### src/rtl/sdram_ex_pkg.sv
// Shared definitions for the SDRAM example traffic path: default Galois taps
// per width and the multi-step LFSR advance used by generator and checker.
package sdram_ex_pkg;

  localparam logic [7:0]  PRBS_TAPS_W8  = 8'h1D;
  localparam logic [15:0] PRBS_TAPS_W16 = 16'h002D;
  localparam logic [31:0] PRBS_TAPS_W32 = 32'h000000C5;
  localparam int          PRBS_MAX_W    = 32;

  // Applies the Galois step 'steps' times to the low 'width' bits of state.
  // The loop bound is fixed so the function unrolls to pure combinational XORs.
  function automatic logic [31:0] prbs_advance(input logic [31:0] state,
                                               input logic [31:0] taps,
                                               input int          steps,
                                               input int          width);
    logic [31:0] s;
    logic [31:0] mask;
    logic        msb;
    mask = (width >= PRBS_MAX_W) ? '1 : ((32'd1 << width) - 32'd1);
    s    = state & mask;
    for (int i = 0; i < PRBS_MAX_W; i++) begin
      if (i < steps) begin
        msb = s[5'(width - 1)];
        s   = ((s << 1) & mask) ^ (msb ? (taps & mask) : 32'd0);
      end
    end
    return s;
  endfunction

endpackage

### src/rtl/sdram_ex_prbs_lfsr.sv
// Galois LFSR state register with synchronous reseed, load and multi-step
// advance; priority is enable-low reseed, then load, then advance.
module sdram_ex_prbs_lfsr
  import sdram_ex_pkg::*;
#(
  parameter int          WIDTH = 8,
  parameter logic [31:0] TAPS  = 32'(PRBS_TAPS_W8),
  parameter logic [31:0] SEED  = 32'd32,
  parameter int          STEPS = 1
) (
  input  logic             clk,
  input  logic             reset_n,
  input  logic             enable,
  input  logic             load,
  input  logic             advance,
  input  logic [WIDTH-1:0] ldata,
  output logic [WIDTH-1:0] state
);

  localparam logic [WIDTH-1:0] SEED_W = SEED[WIDTH-1:0];

  logic [WIDTH-1:0] nxt;

  assign nxt = WIDTH'(prbs_advance(32'(state), TAPS, STEPS, WIDTH));

  always_ff @(posedge clk or negedge reset_n) begin
    if (!reset_n)     state <= SEED_W;
    else if (!enable) state <= SEED_W;
    else if (load)    state <= ldata;
    else if (advance) state <= nxt;
  end

endmodule

### config.mk
export PLATFORM = sky130hd
export DESIGN_NAME = sdram_ex_prbs_lfsr
export DESIGN_NICKNAME = d
export VERILOG_FILES = /design/src/rtl/sdram_ex_pkg.sv /design/src/rtl/sdram_ex_prbs_lfsr.sv
export SDC_FILE = /design/constraint.sdc
export NUM_CORES = 1
export LEC_CHECK = 0
export CORE_AREA = 3 3 40 42
export CTS_CLUSTER_SIZE = 12
export DETAILED_ROUTE_END_ITERATION = 12
export DIE_AREA = 0 0 43 45
export PLACE_DENSITY = 0.7
export SLEW_MARGIN = 20
export SYNTH_ARGS = -nofsm -noshare
export SYNTH_HDL_FRONTEND = slang
export SYNTH_SLANG_ARGS = --single-unit
export TNS_END_PERCENT = 50
### constraint.sdc
create_clock -name clk -period 1.4 [get_ports clk]
set_clock_uncertainty 0.1 [all_clocks]
set_input_delay 0.14 -clock clk [delete_from_list [all_inputs] [get_ports clk]]
set_output_delay 0.14 -clock clk [all_outputs]
set_load 0.01 [all_outputs]
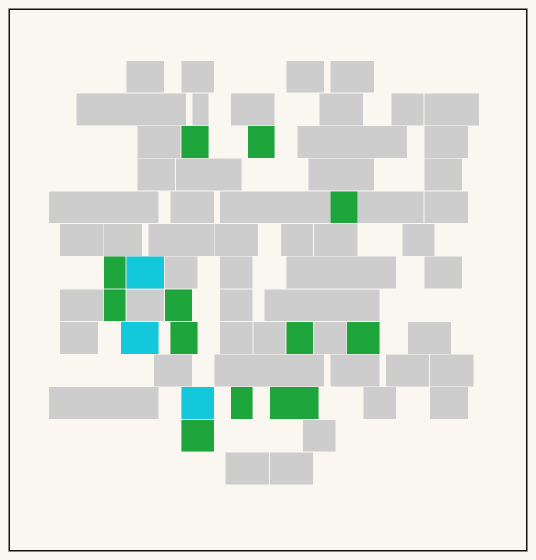
*Selected gate families, run 1*
(12 px per um)
Key: nand cells = green [cells 12, most used nand2b_1]; aoi and oai cells = cyan [cells 3, most used o221ai_1]

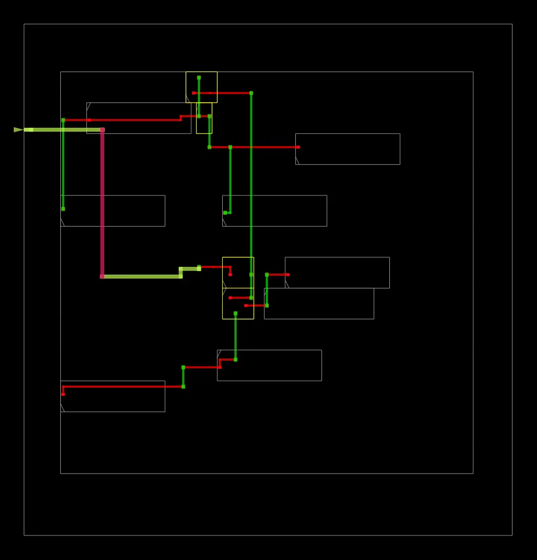
*Clock wiring as the flow saved it, run 1*
clock buffer count from CTS: 3
CLK BUF: 4
sequential cell count: 8

==> flow_summary.ini, run 1 <==
; implementation run metrics
[worst_setup_path]
r2r-start = state[7]
cp_data_required_time_ps = 1160
slowest_delay_ps = 530
crit_path_start = state[5]

[detailed_routing]
first_iter_violations = 9
dr.pass1.iters = 4
avgViaCountPerCell = 5.16

[die]
initial_core_util = 0.375
core_um2 = 1280
die_w_um = 43

[run_status]
status = completed

[cells_and_area]
area_growth_pct = 55.6
largest_reg_flops = 8
nNonClkBuffers = 27
fin_nets = 82
final_cell_mix = 12 x clkdlybuf4s50_1, 7 x dlygate4sd2_1, 7 x buf_4, 7 x dfrtp_1, 6 x nand2b_1
regMostFlops = state
comb_area_share = 0.342
largestRegisters = state x8

[power]
p_leak_nw = 0.376
powerClk_uw = 187
p_comb_frac = 0.270
total_power_uw = 618
p_seq_frac = 0.427

[timing]
hold_slack_ps = 69.4
hold_viol_final = 0
drv_slew = 0
timing.max_slew.rel_slack = 0.747
worstMarginPinSlew_ps = 378
fmax_mhz = 780

[placement]
dp_cells = 79
globalplace.congestion = 0.701

[min_path]
hp-class = primary input to asynchronous set/reset pin

[global_route]
grt_pass1_vias = 444
grt_start_max_net_pins = 9

[clock_network]
cts_hold_buffers = 0
htreeDepth = 1
post_cts_buffers = 0
clk_path_buf_depth = 2

[yosys]
synth-xor-area-share = 0.0545
synth_cell_types = 17
simple_gate_share = 0.179
avgSynthCellArea_um2 = 12.0
syn_area_um2 = 482

[job]
warnings = 26
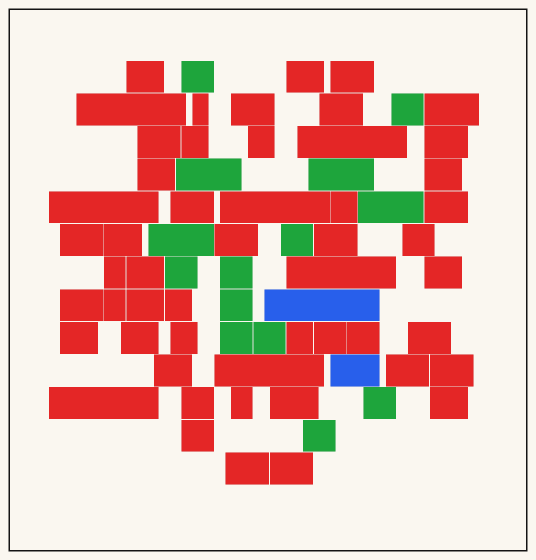
*Cells by drive strength, run 1*
(12 px per um)
Key: _0 and _1 cells = red [cells 52, share 76%, most used clkdlybuf4s50_1]; _2 cells = blue [cells 2, share 2.9%]; _3 and _4 cells = green [cells 14, share 21%, most used buf_4]

[run 1: per-stage QoR]
step	instance area [um^2]	TNS [ps]
after detailed placement	729	-441
after floorplan	482	0
final	749	0
after global placement	729	-345
after CTS	747	0
after global routing	749	0
[run 1: cells in the mapped netlist (all sizes together)]
cell type,number,area [um^2]
buf,3,23.8
dfrtp,7,175
dfstp,1,26.3
mux2,5,71.3
nand2b,6,37.5
nand3,3,15.0
nand3b,2,15.0
nand4bb,1,11.3
o211a,4,40.0
o211ai,1,7.51
o21a,1,7.51
o221ai,2,17.5
or2b,1,7.51
xnor2,3,26.3
[run 1: metal layers]
metal	vias to the layer above	GRT usage	part of all wire
li1	206	-	-
met1	202	0.181	0.45
met2	18	0.213	0.45
met3	2	0.0319	0.084
met4	0	0.0904	0.010
met5	-	0	0
## Run 2: what changed since run 1
CTS_CLUSTER_SIZE = 40   (was 12)
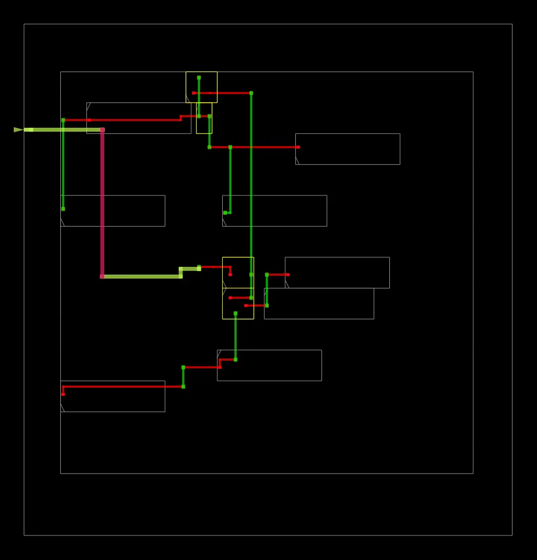
*Clock wiring as the flow saved it, run 2*
Clock group: 187 uW
total clock sinks: 8
Clock Latency Late Sink: 250 ps

==> run 2 against run 1 <==
Net effect: utilization stayed put; worst setup slack stayed put; largest cell class unchanged; clock-buffer cell count stayed put; synthesized area stayed put; power stayed put; sequential share of layout area stayed put; register-to-register slack hardly changed; critical endpoint unchanged; cell count stayed put; die area stayed put.
==> flow_summary.ini, run 2 <==
; implementation run metrics
[cells_and_area]
seq_area_um2 = 201
final_cell_mix = 12 x clkdlybuf4s50_1, 7 x dlygate4sd2_1, 7 x buf_4, 7 x dfrtp_1, 6 x nand2b_1
fin_nets = 82
largestRegisters = state x8
largest_reg_flops = 8
final_area_um2 = 749
regMostFlops = state
area_growth_pct = 55.6

[detailed_routing]
avgViaCountPerCell = 5.16
wl_met3_um = 97
dr.pass1.iters = 4
first_iter_violations = 9
wl_met2_um = 517
top_layer_used = met4

[worst_setup_path]
crit_path_start = state[5]
arrival_ps = 1040
r2r-start = state[7]
r2r_slack_ps = 200
cp_data_required_time_ps = 1160
slowest_delay_ps = 530

[global_route]
grt_start_max_net_pins = 9
antenna_found_initial = 0
use_met2 = 0.213
met3_usage = 0.0319
use_met1 = 0.181
busiest_layer = met2
grt_pass1_vias = 444

[yosys]
syn_area_um2 = 482
yosysTopAreaCellShare = 0.364
async_reset_ff_frac = 1.00
avgSynthCellArea_um2 = 12.0
top_area_cell = dfrtp_1
common_cells = 7 x dfrtp_1, 6 x nand2b_1, 4 x mux2_4, 4 x o211a_1
synth-xor-area-share = 0.0545
syn_inst = 40
simple_gate_share = 0.179
flop_cell = dfrtp_1
synth_cell_types = 17
synthAoiAreaFrac = 0.151
synth_dominant_cell_count = dfrtp_1
edf_count = 0

[job]
warnings = 26

[min_path]
hp-class = primary input to asynchronous set/reset pin

[die]
die_w_um = 43
initial_core_util = 0.375
core_um2 = 1280

[run_status]
status = completed

[power]
total_power_uw = 618
p_leak_nw = 0.376

[clock_network]
post_cts_buffers = 0
htreeDepth = 1
cts_hold_buffers = 0
clk_path_buf_depth = 2
cts_buffers = 3

[timing]
timing.max_slew.rel_slack = 0.747
hold_viol_final = 0
hold_slack_ps = 69.4
timing.final.crit_share = 0.916
fmax_mhz = 780
fin_setup_tns_ps = 0
worstMarginPinSlew_ps = 378

[placement]
globalplace.congestion = 0.701
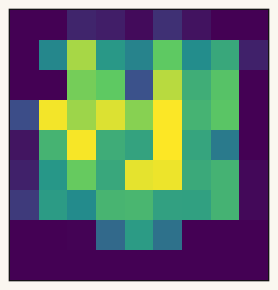
*Cell density map, run 2*
(6 px per um) The die is cut into 9 by 9 equal tiles; dark purple is low, yellow is high, 0 to 100% covered.
16% of the tiles are over 75% full. The fullest tile reaches 100%. 31% of the tiles are nearly empty.

## run 2: cell counts after synthesis
No cell type changed its count.
## run 2: layout make-up
cell class | count | share of cell area
Clock buffer | 4 | 0.0351
Multi-Input combinational cell | 29 | 0.342
Sequential cell | 8 | 0.269
Tap cell | 15 | 0.0250
Timing Repair Buffer | 27 | 0.329
## run 2: report_power, final
group	leakage, nW	total [mW]	switching, mW	internal, mW
Combinational	0.259	0.167	0.0617	0.105
Clock	0.0150	0.187	0.0784	0.109
Sequential	0.102	0.264	0.0134	0.251
Total	0.376	0.618	0.153	0.465
## run 2: stage by stage
step                utilization  instances  worst slack [ps]
global placement          0.568         79             -72.5
floorplan                     -         40               247
finish                    0.583         83               117
detailed placement        0.568         79             -87.8
CTS                       0.581         83              8.37
global route              0.583         83              78.5
### Cells by drive strength, run 2

(12 px per um)
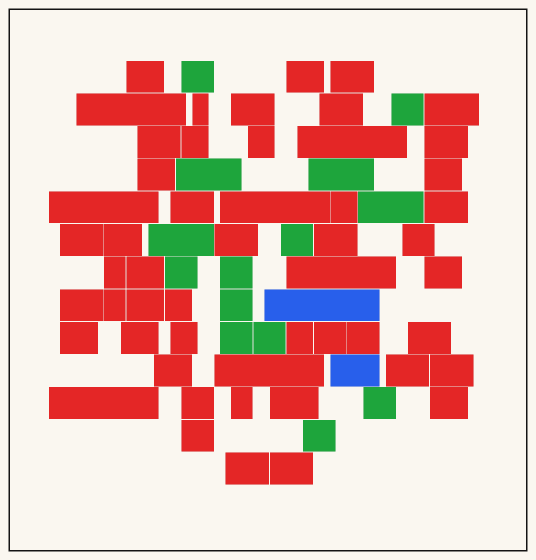

## Run 3: what changed since run 2
REMOVE_ABC_BUFFERS = 1   (was not set)
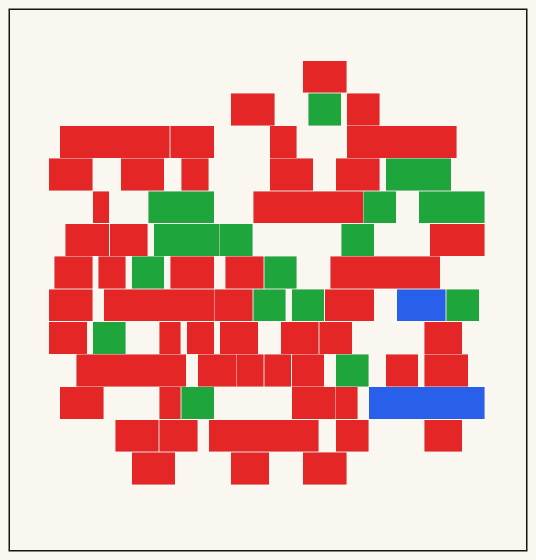
*Cells by drive strength, run 3*
(12 px per um)
Key: _0 and _1 cells = red [cells 52, share 74%, most used clkdlybuf4s50_1]; _2 cells = blue [cells 2, share 2.9%]; _3 and _4 cells = green [cells 16, share 23%, most used buf_4]

==> run 3 against run 2 <==
Net effect: critical path depth is the same; via count shrank 1.6%; clock power grew 5%; cell count grew 2.4%.
==> flow_summary.ini, run 3 <==
; implementation run metrics
[placement]
dp_cells = 80
post-place-ws_ps = -94.5

[global_route]
use_met2 = 0.204
antenna_found_initial = 0
use_met1 = 0.160
grt_start_max_net_pins = 9

[worst_setup_path]
r2r-start = state[7]
crit_path_start = state[5]
slowest_delay_ps = 540
arrival_ps = 1050
cp_data_required_time_ps = 1160

[yosys]
syn_area_um2 = 482
synthAoiAreaFrac = 0.151
common_cells = 7 x dfrtp_1, 6 x nand2b_1, 4 x mux2_4, 4 x o211a_1
yosysTopAreaCellShare = 0.364
top_area_cell = dfrtp_1
syn_inst = 40
synth_dominant_cell_count = dfrtp_1
async_reset_ff_frac = 1.00
synth-xor-area-share = 0.0545
simple_gate_share = 0.179
synth_cell_types = 17

[detailed_routing]
wl_met2_um = 515
dr.pass1.iters = 4
wl_met3_um = 85
top_layer_used = met3
first_iter_violations = 10
avgViaCountPerCell = 4.95

[timing]
timing.max_slew.rel_slack = 0.746
fmax_mhz = 774
hold_viol_final = 0
fin_setup_tns_ps = 0
setup_ws_ps = 108

[die]
initial_core_util = 0.375
die_w_um = 43

[power]
p_leak_nw = 0.386
total_power_uw = 632

[cells_and_area]
largestRegisters = state x8
seq_area_um2 = 201
finalNonFillerCells = 85
area_growth_pct = 58.7

[clock_network]
post_cts_buffers = 1
clkLatencyLatePin_ps = 260
clk_path_buf_depth = 2
cts_hold_buffers = 0
cts_buffers = 3

[job]
warnings = 25

[run_status]
status = completed
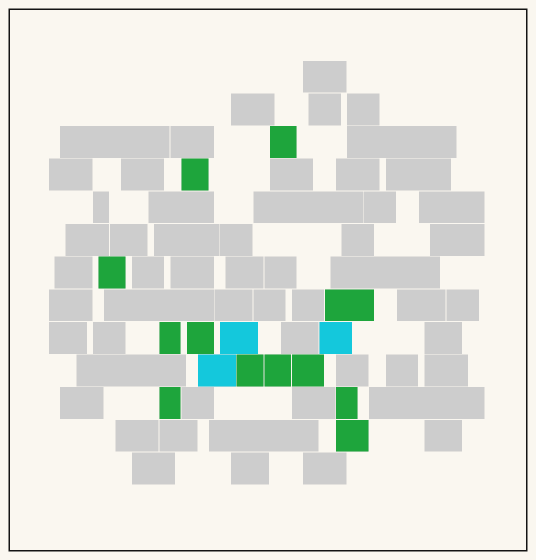
*Selected gate families, run 3*
(12 px per um)
Key: aoi and oai cells = cyan [cells 3, most used o221ai_1]; nand cells = green [cells 12, most used nand2b_1]

## run 3: stage by stage
step | hold slack [ps] | utilization | area (um^2)
floorplan | -256 | - | 458
global placement | 353 | 0.574 | 737
detailed placement | 353 | 0.574 | 737
CTS | 69.9 | 0.593 | 762
global route | 76.3 | 0.595 | 764
finish | 64.2 | 0.595 | 764
## run 3: power breakdown
| part | switching (mW) | internal (mW) | total (mW) |
|---|---|---|---|
| combinational | 0.0617 | 0.109 | 0.171 |
| sequential | 0.0143 | 0.251 | 0.265 |
| clock | 0.0864 | 0.110 | 0.196 |
## run 3: cell type report
cell class | instances | share of cell area
Sequential cell | 8 | 0.264
Multi-Input combinational cell | 29 | 0.336
Tap cell | 15 | 0.0245
Clock buffer | 4 | 0.0344
Timing Repair Buffer | 29 | 0.342

## Gallery

I/O nets highlighted.
(8 px per um)
Plate I
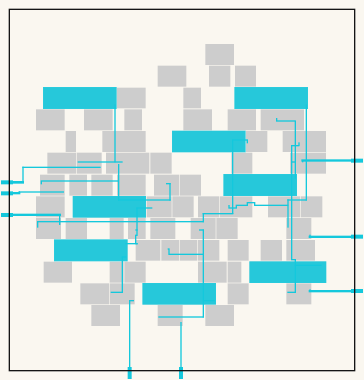
Plate II
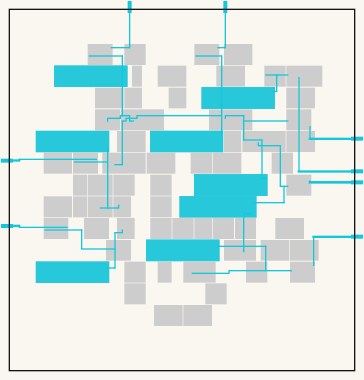
run 1 -> Plate II
run 3 -> Plate I

Key to Plate I:
Key: state = cyan [bits 8, direction output, end cells 8, buffers 8, wire 230 um]

Power figures rest on the tool's default switching activity, not on a simulated workload.
